## config.mk

```make
export PLATFORM = sky130hd
export DESIGN_NAME = enter_park
export DESIGN_NICKNAME = d
export VERILOG_FILES = /design/src/rtl/park_pkg.sv /design/src/rtl/enter_park_encrypt.sv /design/src/rtl/enter_park.sv
export SDC_FILE = /design/constraint.sdc
export NUM_CORES = 1
export LEC_CHECK = 0
export CAP_MARGIN = 15
export CORE_MARGIN = 5
export CORE_UTILIZATION = 50
export CTS_BUF_LIST = sky130_fd_sc_hd__clkbuf_8
export CTS_CLUSTER_SIZE = 30
export DETAILED_ROUTE_END_ITERATION = 8
export MAX_ROUTING_LAYER = met4
export PLACE_DENSITY = 0.83
export SKIP_CTS_REPAIR_TIMING = 1
export SYNTH_ARGS = -nofsm -noshare
export SYNTH_HDL_FRONTEND = slang
export SYNTH_SLANG_ARGS = --single-unit
```

## constraint.sdc

```tcl
create_clock -name clk -period 3.1 [get_ports clk]
set_input_delay 0.62 -clock clk [delete_from_list [all_inputs] [get_ports clk]]
set_output_delay 0.62 -clock clk [all_outputs]
set_load 0.005 [all_outputs]
```

## src/rtl/park_pkg.sv

```systemverilog
// Shared parking-system definitions: slot geometry, entry FSM encoding and
// the token cipher used by both the entry and exit paths.
package park_pkg;

  localparam int NUM_SLOTS = 8;
  localparam int SLOT_W    = 3;

  localparam logic [1:0] ST_IDLE   = 2'd0;
  localparam logic [1:0] ST_SEARCH = 2'd1;
  localparam logic [1:0] ST_ISSUE  = 2'd2;

  function automatic logic [SLOT_W-1:0] rotl3(input logic [SLOT_W-1:0] x);
    return {x[1:0], x[2]};
  endfunction

  function automatic logic [SLOT_W-1:0] rotr3(input logic [SLOT_W-1:0] x);
    return {x[0], x[2:1]};
  endfunction

  // encrypt and decrypt are exact inverses for any fixed pattern
  function automatic logic [SLOT_W-1:0] encrypt(input logic [SLOT_W-1:0] slot,
                                                input logic [SLOT_W-1:0] pattern);
    return rotl3(slot ^ pattern);
  endfunction

  function automatic logic [SLOT_W-1:0] decrypt(input logic [SLOT_W-1:0] token,
                                                input logic [SLOT_W-1:0] pattern);
    return rotr3(token) ^ pattern;
  endfunction

endpackage

```

## src/rtl/enter_park_encrypt.sv

```systemverilog
// Slot-number cipher for the entry side; the exit side applies decrypt()
// with the same pattern to recover the slot.
module enter_park_encrypt
  import park_pkg::*;
(
  input  logic [SLOT_W-1:0] slot,
  input  logic [SLOT_W-1:0] pattern,
  output logic [SLOT_W-1:0] token
);

  assign token = encrypt(slot, pattern);

endmodule

```

## src/rtl/enter_park.sv

```systemverilog
// Entry-side parking controller: owns the occupancy map, allocates the lowest
// free slot and issues an encrypted token. Define ENTER_TIMEOUT_EN to release
// slots whose token is not acknowledged within TIMEOUT_CYCLES.
module enter_park
  import park_pkg::*;
#(
  parameter int TIMEOUT_CYCLES = 15
) (
  input  logic                 clk,
  input  logic                 rst_n,
  input  logic                 enter,
  input  logic [SLOT_W-1:0]    pattern,
  output logic                 enter_ready,
  output logic [SLOT_W-1:0]    token,
  output logic                 token_valid,
  input  logic                 token_ack,
  output logic                 rejected,
  input  logic                 exit,
  input  logic [SLOT_W-1:0]    exit_number,
  output logic                 exit_error,
  output logic [NUM_SLOTS-1:0] park_location
);

  logic [1:0]           state_reg;
  logic [SLOT_W-1:0]    index_reg;
  logic [SLOT_W-1:0]    pattern_reg;
  logic [SLOT_W-1:0]    token_next;
  logic                 exit_hit;
  logic                 alloc;
  logic                 expire;
  logic [NUM_SLOTS-1:0] exit_mask;
  logic [NUM_SLOTS-1:0] alloc_mask;
  logic [NUM_SLOTS-1:0] expire_mask;

  enter_park_encrypt u_encrypt (
    .slot    (index_reg),
    .pattern (pattern_reg),
    .token   (token_next)
  );

  assign enter_ready = (state_reg == ST_IDLE);
  assign exit_hit    = exit && park_location[exit_number];
  assign alloc       = (state_reg == ST_SEARCH) && !park_location[index_reg];

  // An allocated bit was free and an exited bit was occupied, so the two
  // masks never collide and can be applied together.
  genvar gi;
  generate
    for (gi = 0; gi < NUM_SLOTS; gi++) begin : g_mask
      assign exit_mask[gi]  = exit_hit && (exit_number == SLOT_W'(gi));
      assign alloc_mask[gi] = alloc && (index_reg == SLOT_W'(gi));
    end
  endgenerate

`ifdef ENTER_TIMEOUT_EN
  localparam int CNT_W = ($clog2(TIMEOUT_CYCLES + 1) < 4) ? 4 : $clog2(TIMEOUT_CYCLES + 1);

  logic [CNT_W-1:0]  wait_cnt_reg;
  logic [SLOT_W-1:0] held_slot;

  // The pending slot is recovered from the held token rather than stored twice
  assign held_slot = decrypt(token, pattern_reg);
  assign expire    = (state_reg == ST_ISSUE) && !token_ack &&
                     (wait_cnt_reg == CNT_W'(TIMEOUT_CYCLES - 1));

  generate
    for (gi = 0; gi < NUM_SLOTS; gi++) begin : g_expire
      assign expire_mask[gi] = expire && (held_slot == SLOT_W'(gi));
    end
  endgenerate

  always_ff @(posedge clk or negedge rst_n) begin
    if (!rst_n) begin
      wait_cnt_reg <= '0;
    end else if (alloc) begin
      wait_cnt_reg <= '0;
    end else if (state_reg == ST_ISSUE) begin
      wait_cnt_reg <= wait_cnt_reg + 1'b1;
    end
  end
`else
  logic unused_timeout;

  assign unused_timeout = (TIMEOUT_CYCLES != 0);
  assign expire         = 1'b0;
  assign expire_mask    = '0;
`endif

  always_ff @(posedge clk or negedge rst_n) begin
    if (!rst_n) begin
      state_reg     <= ST_IDLE;
      index_reg     <= '0;
      pattern_reg   <= '0;
      token         <= '0;
      token_valid   <= 1'b0;
      rejected      <= 1'b0;
      exit_error    <= 1'b0;
      park_location <= '0;
    end else begin
      rejected      <= 1'b0;
      exit_error    <= exit && !park_location[exit_number];
      park_location <= (park_location | alloc_mask) & ~exit_mask & ~expire_mask;

      case (state_reg)
        ST_IDLE: begin
          // Full check deliberately uses the pre-exit map
          if (enter) begin
            if (&park_location) begin
              rejected <= 1'b1;
            end else begin
              pattern_reg <= pattern;
              index_reg   <= '0;
              state_reg   <= ST_SEARCH;
            end
          end
        end
        ST_SEARCH: begin
          if (alloc) begin
            token       <= token_next;
            token_valid <= 1'b1;
            state_reg   <= ST_ISSUE;
          end else begin
            index_reg <= index_reg + 1'b1;
          end
        end
        ST_ISSUE: begin
          if (token_ack || expire) begin
            token_valid <= 1'b0;
            state_reg   <= ST_IDLE;
          end
        end
        default: begin
          state_reg <= ST_IDLE;
        end
      endcase
    end
  end

endmodule

```

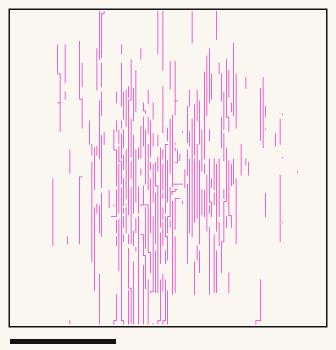
(run_1/m2.png)
Bar = 20 um.
wire length on this layer	1450 um
main direction	vertical

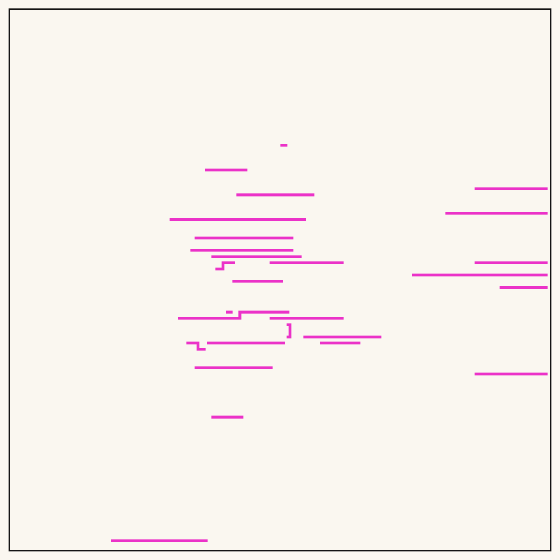
(run_1/m3.png)
share of all routed wire	7.1%
nets with wire on the layer	23
routed via count: 938
DRT Wirelength: 2.770 mm

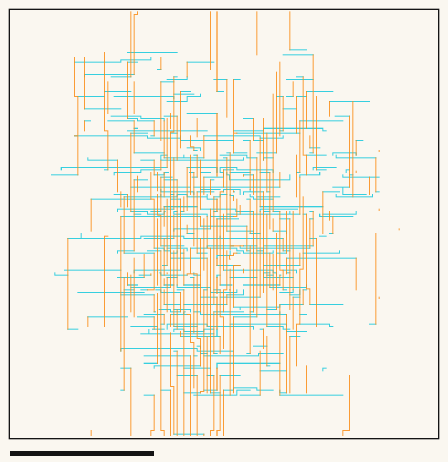
(run_1/layers.png)
Bar = 20 um. Only two layers are drawn.
colour	layer	wire length
orange	M2	1450 um
cyan	M1	1060 um
drt wl/cell: 17.20 um
Tot GR Track Use: 17.76%

==> results_slide.txt, run 1 <==
Key Metrics from the Run

Power and ir drop
  – Biggest consumer: combinational cells
  – Power density cells: around 850 nW/um^2
  – Power Total: 1.304 mW
  – Register share of total power: 40.3%
  – Switching Power: 0.4684 mW
  – Clock group: 0.203 mW
  – Max rail drop VDD: between 0.0005 and 0.0006 V
  – Switching Fraction: 35.91%
  – Pleak: 0.6741 nW
  – Power Sequential: 0.526 mW
  – Comb power frac: 44.1%
  – Internal power: 0.8360 mW

Global route
  – Gr ovfl total: 0
  – Vias in the first global route: 918
  – First-pass GRT wire length: 4.457 mm

Final timing
  – Max Clock Freq: 484.1 MHz
  – Final worst-path cycle share: 66.63%
  – Final setup fails: 0
  – Clock skew: between 3 and 4 ps
  – Relative slew slack: 33.89%
  – RSZ-0062 raised after global routing: no
  – Final setup margin: 1035 ps
  – Post-layout minimum cycle time: roughly 2100 ps
  – Min Hold Slack: about 480 ps
  – Final hold viol count: 0

Finish
  – Top reg by flops: park_location
  – Nets: around 150
  – Layout cells sized above 1: 13.74%
  – Synth-to-Final Area Change: 25.49%
  – Flop area: ~550 um^2
  – Logic area: 610.6 um^2
  – Fill cells: 195

Route
  – Via density: approximately 5.8
  – DRT iter0 DRCs: 46
  – DR pass1 iterations: 4
  – Drt drc: 0
  – Antenna-violating nets left: 0

Worst setup path
  – Crit path capture: token[0]
  – WP data arrival: 2210 ps
  – Reg2reg end: token[0]
  – Critical path peak fanout: 13
  – Crit path DRT: 3250 ps
  – Worst reg2reg path startpoint: index_reg[0]
  – Critical path type: reg -> reg
  – R2r setup slk: 1030 ps
  – Crit start category: register

Synth
  – Post-synth EDFFs: 0
  – YS chip area: 1222 um^2
  – Max-area cell share: 45.04%
  – Top cells by count, synth: dfrtp_1, nand2_1, inv_1, nor2_1
  – Avg Cell Area, Syn: 11.53 um^2
  – Cell taking the most area after synthesis: dfrtp_1
  – Mapped Cells: between 100 and 150
  – Mapped cell area: roughly 1200 um^2
  – Ys flops: 22
  – Post-synth cell types: 34
  – Ys cells: approximately 110
  – YS warnings: 0
  – Asr flop ratio synth: 100.0%

Clocking
  – CTS root buf: clkbuf_8
  – Clk sinks: 22
  – Clock Tree Buf Depth: 2
  – Clock Latency Late Sink: approximately 260 ps
  – TritonCTS clock tree: built

Floorplanning
  – Num rows: 18
  – Die height: slightly below 60 um
  – Core box area: approximately 2400 um^2
  – Chip footprint: approximately 3500 um^2
  – Die width: 59.45 um
  – FP Core Util: between 50 and 60%

Placement
  – Hpwl dp: 1.994 mm
  – Dpl ws: between 900 and 1000 ps
  – Gp weighted congestion: between 0.8 and 0.9
  – Port Buf Inserts: 25

Outcome
  – Status: completed

Worst hold path
  – HP Start: token_valid
  – HP Class: reg -> reg
  – Min-Delay Endpoint: token_valid
  – Min-Delay Path Depth: 1

Run
  – Tool warnings: 30
  – Max cap viols: 0
-- run 1: metrics by stage --
step / cells / util [%]
finish: 161 / 63.66
global route: 161 / 63.66
CTS: 161 / 63.66
detailed placement: 157 / 61.37
global placement: 157 / 61.37
floorplan: 106 / -
-- run 1: per-layer routing --
| metal | global-route usage [%] | up-vias | wire [um] |
|---|---|---|---|
| met4 | 10.36 | 0 | 63 |
| met3 | 2.397 | 6 | 195 |
| met5 | - | - | 0 |
| li1 | - | 434 | - |
| met2 | 29.02 | 44 | 1449 |
| met1 | 20.69 | 454 | 1060 |
-- run 1: cells in the final DEF (no fill, tap or decap), types with 2 or more instances in the layout --
cell,instances
a41o_1,2
ha_1,6
nor2b_1,2
nand4b_1,2
clkdlybuf4s50_1,25
nand4_1,2
a32o_1,3
mux2i_1,6
nand3b_1,2
a31oi_1,3
a31o_2,2
dfrtp_1,22
mux2_2,6
clkbuf_8,4
xor2_1,3
nor2_1,7
inv_1,8
mux4_2,2
nand2_1,10
-- run 1: area by class of cell --
| cell class | instances | share of cell area (%) |
|---|---|---|
| clock buffers | 4 | 3.589 |
| well taps | 30 | 2.447 |
| multi-input cells | 72 | 39.80 |
| inverters | 8 | 1.958 |
| repair buffers | 25 | 16.31 |
| flip-flops and latches | 22 | 35.89 |
-- run 1: cells by family (layout without fill, tap and decap cells) --
logic type,count (synthesis),after routing,share of synthesized area [%]
simple gates,31,31,12.90
xor+xnor,3,3,2.150
mux,15,15,15.35
compound gates,17,17,13.41
flops,22,22,45.04
buf+inv,12,37,5.015
fa+ha+maj,6,6,6.141
-- run 1: worst max-delay path, cell delays in order, from the launching register on --
cell       delay (ps)
dfrtp_1           620
mux2_4            350
a2bb2oi_2         180
a31oi_4           410
mux2_2            390
==> inputs of run 2 (changes only) <==
CORE_UTILIZATION = 47   (was 50)
PLACE_DENSITY = 0.82   (was 0.83)
clock period = 1.76 ns   (was 3.1 ns; I/O delays follow)
==> run 2 against run 1 <==
Final cell count is 6.8% higher. Die size is 5.3% higher. Design area is 6.0% higher. Global-route usage is 1.3 points higher. Sequential cell count stayed put. Maximum frequency is 21% higher. Clock-buffer cell count stayed put. Synthesized cell count stayed put. Via count is 7.1% higher. First-iteration DRC count is 15% lower. Sequential power is 72% higher.
==> results_slide.txt, run 2 <==
Key Metrics from the Run

Outcome
  – Status: completed

Synth
  – Nets at Floorplan: between 100 and 150
  – Max-area cell share: 45.04% (unchanged)
  – Top cells by count, synth: dfrtp_1, nand2_1, inv_1, nor2_1
  – Cell taking the most area after synthesis: dfrtp_1
  – Ys flops: 22 (unchanged)
  – Top-count cell post-synth: dfrtp_1
  – Avg Cell Area, Syn: 11.53 um^2 (unchanged)
  – Top cells, area: dfrtp_1, ha_1, mux2_2, mux2i_1, mux4_2
  – Post-synth EDFFs: 0 (unchanged)
  – Seq share, synth: roughly 45%
  – YS warnings: 0 (unchanged)
  – Ys cells: 106 (unchanged)
  – Post-synth cell types: 34 (unchanged)
  – Mapped cell area: 1222 um^2 (unchanged)
  – YS chip area: 1222 um^2 (unchanged)
  – Asr flop ratio synth: 100.0% (unchanged)
  – Dominant flop cell: dfrtp_1
  – Mapped Cells: 106 (unchanged)

Global route
  – First-pass GRT wire length: 4.754 mm (+6.7%)
  – Gr ovfl total: 0 (unchanged)
  – Vias in the first global route: 963 (+4.9%)
  – Grt met3 use: 3.191% (+0.79 points)
  – Tot GR Track Use: 19.03% (+1.3 points)
  – GR Layer Usage met2: 30.53% (+1.5 points)
  – Largest net degree at the start of global routing: 23
  – Initial antenna violation count: 0
  – Routing usage on met1: 22.43% (+1.7 points)
  – Most Used Layer, Global Route: met2

Clocking
  – Clock Tree Buf Depth: 2 (unchanged)
  – Num CTS Buffers: 3
  – H-tree depth: 1
  – Clock Pin Slew Worst Setup and Hold Paths: around 80 ps
  – CTS root buf: clkbuf_8
  – TritonCTS clock tree: built
  – Clk sinks: 22 (unchanged)
  – Clock Latency Late Sink: 270 ps (about the same)

Worst setup path
  – Crit path capture: token[0]
  – Worst path depth: 4 (unchanged)
  – R2R cell count: 4
  – CP max-delay cell: dfrtp_2
  – Crit start category: register
  – Crit. End Element: register
  – CP bufs+invs: 0 (unchanged)
  – Critical path peak fanout: 6 (-7)
  – Crit path DRT: 1920 ps (-1330 ps)
  – Critical path type: reg -> reg
  – Worst setup startpoint: index_reg[0]
  – Reg2reg end: token[0]
  – Worst path max stage delay: 470 ps (-150 ps)
  – Critical-path cell list: mux2_4 -> a2bb2oi_2 -> a31oi_4 -> mux2_2
  – WP data arrival: 1860 ps (-350 ps)
  – R2r setup slk: 50 ps (-980 ps)
  – Delay-heaviest family, CP: multiplexers
  – Worst reg2reg path startpoint: index_reg[0]

Final timing
  – Min Hold Slack: 433.1 ps (-46.21 ps)
  – Clock skew: 2.059 ps (-1.011 ps)
  – Relative slew slack: 70.23% (+36 points)
  – Final worst-path cycle share: 97.03% (+30 points)
  – RSZ-0062 raised after global routing: no
  – Final setup margin: 52.31 ps (-982.2 ps)
  – Fin. max-slew vios: 0
  – Final hold viol count: 0 (unchanged)
  – Post-layout minimum cycle time: 1708 ps (-357.8 ps)
  – Max Clock Freq: 585.6 MHz (+21%)
  – Setup tns final: 0 ps
  – Worst-Margin Slew: 444.6 ps
  – Final setup fails: 0 (unchanged)

Worst hold path
  – HP Class: in -> async

Power and ir drop
  – Power Total: 2.396 mW (+84%)
  – Switching Power: 0.8628 mW (+84%)
  – Power density cells: 1473 nW/um^2 (+73%)
  – Clock power frac: 15.3%
  – Internal power: 1.533 mW (+83%)
  – Comb power frac: 46.9% (+2.8 points)
  – Switching Fraction: 36.01% (+0.097 points)
  – Pleak: 0.7281 nW (+8.0%)
  – Max rail drop VDD: 0.0009483 V (+87%)
  – Register share of total power: 37.8% (-2.5 points)

Finish
  – Most frequent cells in the layout: clkdlybuf4s50_1, dfrtp_1, buf_4
  – Top reg by flops: park_location
  – Design area: around 1600 um^2
  – Nets: 160 (+7.4%)
  – Max reg flops: 8
  – Ant. Diodes: 0
  – Top cell excl fill/tap: clkdlybuf4s50_1
  – Layout cells sized above 1: 22.54% (+8.8 points)
  – Final core occ: 65.66% (+2.0 points)
  – Synth-to-Final Area Change: 33.06%
  – Fin cells: 172 (+6.8%)

Placement
  – Dpl cell area: 1562 um^2
  – Port Buf Inserts: 25 (unchanged)
  – Gp weighted congestion: 0.8981 (+0.85%)
  – Hpwl dp: 2.307 mm (+16%)
  – Dpl ws: -27.25 ps (-999.2 ps)
  – Placed cells: 168 (+7.0%)

Floorplanning
  – Core box area: 2477 um^2 (+2.8%)
  – Chip footprint: 3721 um^2 (+5.3%)
  – Die width: 61 um (+2.6%)
  – Die height: 61 um (+2.6%)
  – # IOs: 26
  – FP Core Util: 49.34% (-1.4 points)
  – Num rows: 18 (unchanged)

Route
  – Drt wl/cell: 17.28 um (+0.46%)
  – Antenna-violating nets left: 0 (unchanged)
  – DRT iter0 DRCs: 39 (-15%)
  – Via density: 5.843 (+0.29%)
  – Routed via count: 1005 (+7.1%)
  – DR pass1 iterations: 4 (unchanged)
  – DRT Wirelength: 2.973 mm (+7.3%)
  – Drt drc: 0 (unchanged)

Run
  – Tool warnings: 30 (unchanged)
  – Max cap viols: 0 (unchanged)
## run 2: cell counts after synthesis
No cell type changed its count.
## run 2: area by class of cell
class | instances | area, um^2
clock buffer | 4 | 55.05
fill | 202 | 850.8
inverter | 8 | 30.03
multi-input combinational | 72 | 619.3
sequential | 22 | 551.8
tap | 30 | 37.54
timing repair buffer | 36 | 332.8
## run 2: how the worst min path moves through the flow
stage               depth (start not counted)   startpoint                to
floorplan                                   0        rst_n        exit_error
global placement                            1  token_valid       token_valid
detailed placement                          1  token_valid       token_valid
CTS                                         2        rst_n  park_location[7]
global route                                2        rst_n  park_location[6]
finish                                      2        rst_n  park_location[7]
## run 2: power by group through the flow
stage,Sequential (mW),Clock [mW],Combinational [mW]
after CTS,0.897,0.372,1.12
final,0.906,0.367,1.12
after global routing,0.932,0.395,1.21
after floorplan,0.851,0,0.692
after detailed placement,0.906,0,1.11
after global placement,0.893,0,1.06
## run 2: cell families after synthesis
family                   share of synthesized area (%)
AND-OR/OR-AND                                    13.41
XOR/XNOR                                         2.150
adder cells (fa/ha/maj)                          6.141
buffers and inverters                            5.015
flip-flops                                       45.04
multiplexers                                     15.35
AND/OR/NAND/NOR                                  12.90
## run 2: layer usage
metal	wire, um	up-vias	part of all wire (%)
li1	-	457	-
met1	1146	499	39
met2	1500	45	50
met3	252	4	8.5
met4	74	0	2.5
met5	0	-	0
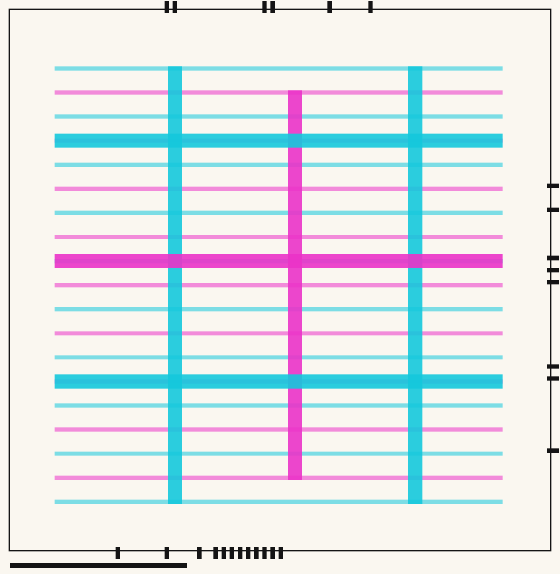
(run_2/floorplan.png)
Bar = 20 um. Pins as bars on the die edge.
colour	net
magenta	VDD
cyan	VSS
met4 straps	3
rows	18

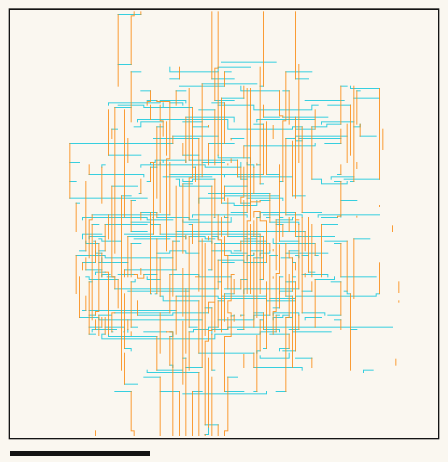
(run_2/layers.png)
Bar = 20 um. Only two layers are drawn.
colour	layer	wire length
orange	M2	1500 um
cyan	M1	1150 um

No activity file was given, so power comes from the tool's default toggle rates.
